**M1 wires**

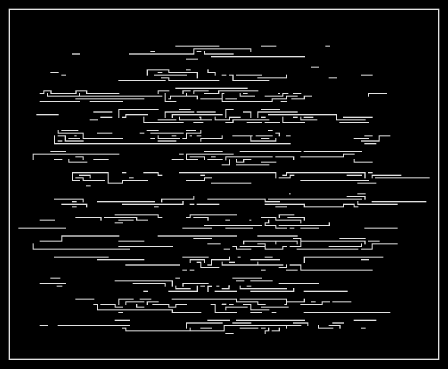
**The metal 2 layer**

Scale bar: 20 microns. Cells faint in the background.
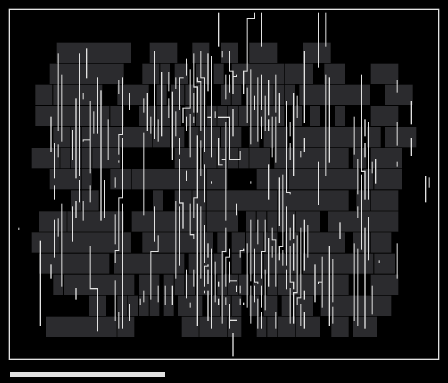
`config.mk`:
```
export PLATFORM = sky130hd
export DESIGN_NAME = jtag_tap_controller
export DESIGN_NICKNAME = d
export VERILOG_FILES = /design/src/rtl/jtag_tap_controller.sv
export SDC_FILE = /design/constraint.sdc
export NUM_CORES = 1
export LEC_CHECK = 0
export ABC_AREA = 1
export CAP_MARGIN = 10
export CORE_ASPECT_RATIO = 0.8
export CORE_MARGIN = 2
export CORE_UTILIZATION = 56
export CTS_CLUSTER_DIAMETER = 100
export DETAILED_ROUTE_END_ITERATION = 10
export PLACE_DENSITY_LB_ADDON = 0.15
export SYNTH_ARGS = -nofsm -noshare
export SYNTH_HDL_FRONTEND = slang
export SYNTH_SLANG_ARGS = --single-unit
```
`constraint.sdc`:
```
create_clock -name tck -period 2.6 [get_ports tck]
set_input_delay 0.78 -clock tck [delete_from_list [all_inputs] [get_ports tck]]
set_output_delay 0.78 -clock tck [all_outputs]
set_load 0.02 [all_outputs]
```
`src/rtl/jtag_tap_controller.sv`:
```
// -----------------------------------------------------------------------------
// jtag_tap_controller
//   IEEE 1149.1 TAP state machine. Walks the 16-state TAP graph from TMS,
//   publishes the current state and generates the instruction/data register
//   capture, shift and update controls, the IR reset and the TDO mux.
//   It also counts Shift-IR clocks and raises a sticky flag when an IR scan
//   does not contain exactly IR_LEN shift clocks.
//
// Ports
//   tck        in   TAP clock; state on rising edge, TDO path on falling edge
//   reset      in   asynchronous reset, active low
//   tms        in   test mode select
//   ir_tdo     in   serial output of the instruction register
//   dr_tdo     in   serial output of the selected data register
//   state      out  current TAP state (4-bit standard encoding)
//   clkIR      out  IR clock enable (Capture-IR, Shift-IR)
//   shIR       out  IR shift (1) / parallel capture (0)
//   upIR       out  IR update strobe, active low (Update-IR)
//   clkDR      out  DR clock enable (Capture-DR, Shift-DR)
//   shDR       out  DR shift
//   upDR       out  DR update strobe, active low (Update-DR)
//   ir_reset   out  IR reset, active low (Test-Logic-Reset)
//   tdo        out  registered test data out
//   tdo_en     out  TDO drive enable
//   ir_len_err out  sticky malformed-IR-scan flag
// -----------------------------------------------------------------------------
module jtag_tap_controller #(
   parameter int IR_LEN = 3,
   parameter int CNT_W  = 8
) (
   input  logic       tck,
   input  logic       reset,
   input  logic       tms,
   input  logic       ir_tdo,
   input  logic       dr_tdo,
   output logic [3:0] state,
   output logic       clkIR,
   output logic       shIR,
   output logic       upIR,
   output logic       clkDR,
   output logic       shDR,
   output logic       upDR,
   output logic       ir_reset,
   output logic       tdo,
   output logic       tdo_en,
   output logic       ir_len_err
);

   typedef enum logic [3:0] {
      TLR     = 4'hF,
      RTI     = 4'hC,
      SELDR   = 4'h7,
      CAPDR   = 4'h6,
      SHDR    = 4'h2,
      EX1DR   = 4'h1,
      PAUSEDR = 4'h3,
      EX2DR   = 4'h0,
      UPDR    = 4'h5,
      SELIR   = 4'h4,
      CAPIR   = 4'hE,
      SHIR    = 4'hA,
      EX1IR   = 4'h9,
      PAUSEIR = 4'hB,
      EX2IR   = 4'h8,
      UPIR    = 4'hD
   } tap_state_e;

   localparam logic [CNT_W-1:0] CNT_MAX  = '1;
   localparam logic [CNT_W-1:0] IR_LEN_C = CNT_W'(IR_LEN);

   tap_state_e       state_q, state_d;
   logic             clkIR_q, shIR_q, upIR_q;
   logic             clkDR_q, shDR_q, upDR_q;
   logic             ir_reset_q;
   logic [CNT_W-1:0] cnt_q, cnt_d;
   logic             err_q, err_d;
   logic             tdo_q, tdo_en_q;

   // Next-state logic
   always_comb begin
      state_d = state_q;
      case (state_q)
         TLR:     state_d = tms ? TLR     : RTI;
         RTI:     state_d = tms ? SELDR   : RTI;
         SELDR:   state_d = tms ? SELIR   : CAPDR;
         CAPDR:   state_d = tms ? EX1DR   : SHDR;
         SHDR:    state_d = tms ? EX1DR   : SHDR;
         EX1DR:   state_d = tms ? UPDR    : PAUSEDR;
         PAUSEDR: state_d = tms ? EX2DR   : PAUSEDR;
         EX2DR:   state_d = tms ? UPDR    : SHDR;
         UPDR:    state_d = tms ? SELDR   : RTI;
         SELIR:   state_d = tms ? TLR     : CAPIR;
         CAPIR:   state_d = tms ? EX1IR   : SHIR;
         SHIR:    state_d = tms ? EX1IR   : SHIR;
         EX1IR:   state_d = tms ? UPIR    : PAUSEIR;
         PAUSEIR: state_d = tms ? EX2IR   : PAUSEIR;
         EX2IR:   state_d = tms ? UPIR    : SHIR;
         UPIR:    state_d = tms ? SELDR   : RTI;
         default: state_d = TLR;
      endcase
   end

   // IR bit counter and scan-length check. The error is evaluated on the
   // edge leaving Update-IR, so cnt_q still holds the completed scan count.
   always_comb begin
      cnt_d = cnt_q;
      if (state_d == CAPIR) begin
         cnt_d = '0;
      end else if ((state_q == SHIR) && (cnt_q != CNT_MAX)) begin
         cnt_d = cnt_q + CNT_W'(1);
      end

      err_d = err_q;
      if (state_d == TLR) begin
         err_d = 1'b0;
      end else if ((state_q == UPIR) && (cnt_q != IR_LEN_C)) begin
         err_d = 1'b1;
      end
   end

   // Rising-edge stage: state plus controls decoded from next state, so each
   // control is a flop output aligned with the state it belongs to.
   always_ff @(posedge tck or negedge reset) begin
      if (!reset) begin
         state_q    <= TLR;
         clkIR_q    <= 1'b0;
         shIR_q     <= 1'b0;
         upIR_q     <= 1'b1;
         clkDR_q    <= 1'b0;
         shDR_q     <= 1'b0;
         upDR_q     <= 1'b1;
         ir_reset_q <= 1'b0;
         cnt_q      <= '0;
         err_q      <= 1'b0;
      end else begin
         state_q    <= state_d;
         clkIR_q    <= (state_d == CAPIR) || (state_d == SHIR);
         shIR_q     <= (state_d == SHIR);
         upIR_q     <= (state_d != UPIR);
         clkDR_q    <= (state_d == CAPDR) || (state_d == SHDR);
         shDR_q     <= (state_d == SHDR);
         upDR_q     <= (state_d != UPDR);
         ir_reset_q <= (state_d != TLR);
         cnt_q      <= cnt_d;
         err_q      <= err_d;
      end
   end

   // Falling-edge stage: TDO is launched half a cycle after the shift edge.
   always_ff @(negedge tck or negedge reset) begin
      if (!reset) begin
         tdo_q    <= 1'b0;
         tdo_en_q <= 1'b0;
      end else if (state_q == SHIR) begin
         tdo_q    <= ir_tdo;
         tdo_en_q <= 1'b1;
      end else if (state_q == SHDR) begin
         tdo_q    <= dr_tdo;
         tdo_en_q <= 1'b1;
      end else begin
         tdo_en_q <= 1'b0;
      end
   end

   assign state      = state_q;
   assign clkIR      = clkIR_q;
   assign shIR       = shIR_q;
   assign upIR       = upIR_q;
   assign clkDR      = clkDR_q;
   assign shDR       = shDR_q;
   assign upDR       = upDR_q;
   assign ir_reset   = ir_reset_q;
   assign tdo        = tdo_q;
   assign tdo_en     = tdo_en_q;
   assign ir_len_err = err_q;

endmodule
```
==> flow_summary.toml <==
# synthesis and place-and-route metrics
[critical_path]
cp-end-kind = "output pin"
crit_path_top_delay_cell = "dfrtn_1"
crit_buf_inv = 1
crit_type = "reg -> out"
path_cells = "buf_6"
cp.arrival_ns = 2.14
slowest_delay_ns = 0.42
cp_max_fo = 2
start_kind = "flip-flop"

[yosys]
ff_type = "dfrtp_1"
edf_count = 0
seq_area_frac_synth_pct = 47.55
netlist_instances = 136
synth_cell_type_count = 27
async_flop_share_pct = 100.0
ys_ff = 22

[clocking]
h-tree-depth = 1
clockRootBuffer = "clkbuf_4"
clockBufferDepth = 2
post_cts_buffers = 0
path_clk_slew_ns = 0.07
cts_resized = 12
clock-sinks = 22
hold_buffers = 0
worstSkewPairLatency_ns = 0.30
numCtsBuffers = 3

[power]
vdd_drop_max_mv = 0.7085
power.internal_mw = 0.9849
powerComb_mw = 0.988
p_leak_nw = 0.6797
clk-power_mw = 0.182
power-top-group = "combinational cells"
finalPower_mw = 1.781
switchingPower_mw = 0.7960
clkPwrFrac_pct = 10.2
p_comb_share_pct = 55.5
seq_power_share_pct = 34.3
switching_share_pct = 44.70

[finish]
area_growth_pct = 24.84
drive_above_1_share_pct = 25.77
diodes = 0
nets = 170

[final_timing]
layout_setup_ws_ns = -0.3242
worst_pin_slew_ns = 0.2978
timing.final.max_slew_violations = 0
hold_ws_ns = 0.4940
fin_tns_setup_ns = -0.6342
final-setup-viol-count = 2
fin_skew_ns = 0.003863

[global_route]
grt_pass1_wl_mm = 3.926
track_usage_pct = 22.86
grt-ovfl-total = 0
grt_pass1_vias = 886

[route]
drt_first_pass_iters = 4
drt_iter0_markers = 13
finalWirelength_mm = 2.324
wire_per_inst_microns = 12.43
via_per_inst = 5.219
vias = 976

[floorplanning]
fp-utilization_pct = 60.91
dieArea_sq_um = 2480
core_area_sq_um = 1927

[placed_design]
hpwl_mm = 1.791
routabilityCongestion = 0.9302

[job]
maxCapViolCount = 0
tool_warnings = 28

[status]
violations = "negative setup slack"
status = "complete, but fails checks"
-- 'M1 wires' (at the start) --
wire length on this layer = 1,120 microns
nets with wire on the layer = 153

-- 'the metal 2 layer' (at the start) --
share of all routed wire = 45%
nets with wire on the layer = 138
longest straight run = 16.7 microns
wire length on this layer = 1,050 microns

## routing by layer
layer / share of wire (%) / global-route usage, %
met1: 48 / 30.85
met2: 45 / 35.71
met3: 5.9 / 8.609
met4: 0.82 / 4.390
met5: 0 / 0
## registers in the layout, summed over array words and instances (netlist names)
signal,flops
tdo,1
cnt_q,8
ir_reset,1
clkIR,1
upDR,1
clkDR,1
shDR,1
tdo_en,1
state,4
ir_len_err,1
shIR,1
upIR,1
## kinds of logic (layout without fill, tap and decap cells)
logic type               count (synthesis)  in the layout  share of synthesized area [%]
AND-OR/OR-AND                           14             14                          8.315
XOR/XNOR                                 4              4                          2.985
adder cells (fa/ha/maj)                  1              1                          1.066
buffers and inverters                   17             44                          5.437
flip-flops                              22             22                          47.55
AND/OR/NAND/NOR                         78             78                          34.65
## metrics by stage
stage	setup slack, ns	cell area [sq um]	instances	util [%]
detailed placement	-0.4545	1421	183	73.77
floorplan	0.03706	1174	136	-
global route	-0.3770	1465	187	76.04
finish	-0.3242	1465	187	76.04
CTS	-0.3337	1460	187	75.78
global placement	-0.4539	1421	183	73.77
## final cells by class
class,count,area (sq um)
multi-input combinational,97,556.8
fill,154,461.7
timing repair buffer,23,220.2
sequential,22,558.0
tap,24,30.03
clock buffer,4,36.28
inverter,17,63.81
## worst paths after layout
check	from	end	slack [ns]	depth (start not counted)
min reg2reg	tdo$_DFFE_NN0P_	tdo$_DFFE_NN0P_	0.49	2
max in group asynchronous	reset	tdo$_DFFE_NN0P_	0.56	1
max	tdo$_DFFE_NN0P_	tdo	-0.32	1
min	tdo$_DFFE_NN0P_	tdo$_DFFE_NN0P_	0.49	2
min in group asynchronous	reset	shIR$_DFF_PN0_	0.85	2
max reg2reg	state[2]$_DFF_PN1_	tdo$_DFFE_NN0P_	0.08	5
Power figures rest on the tool's default switching activity, not on a simulated workload.
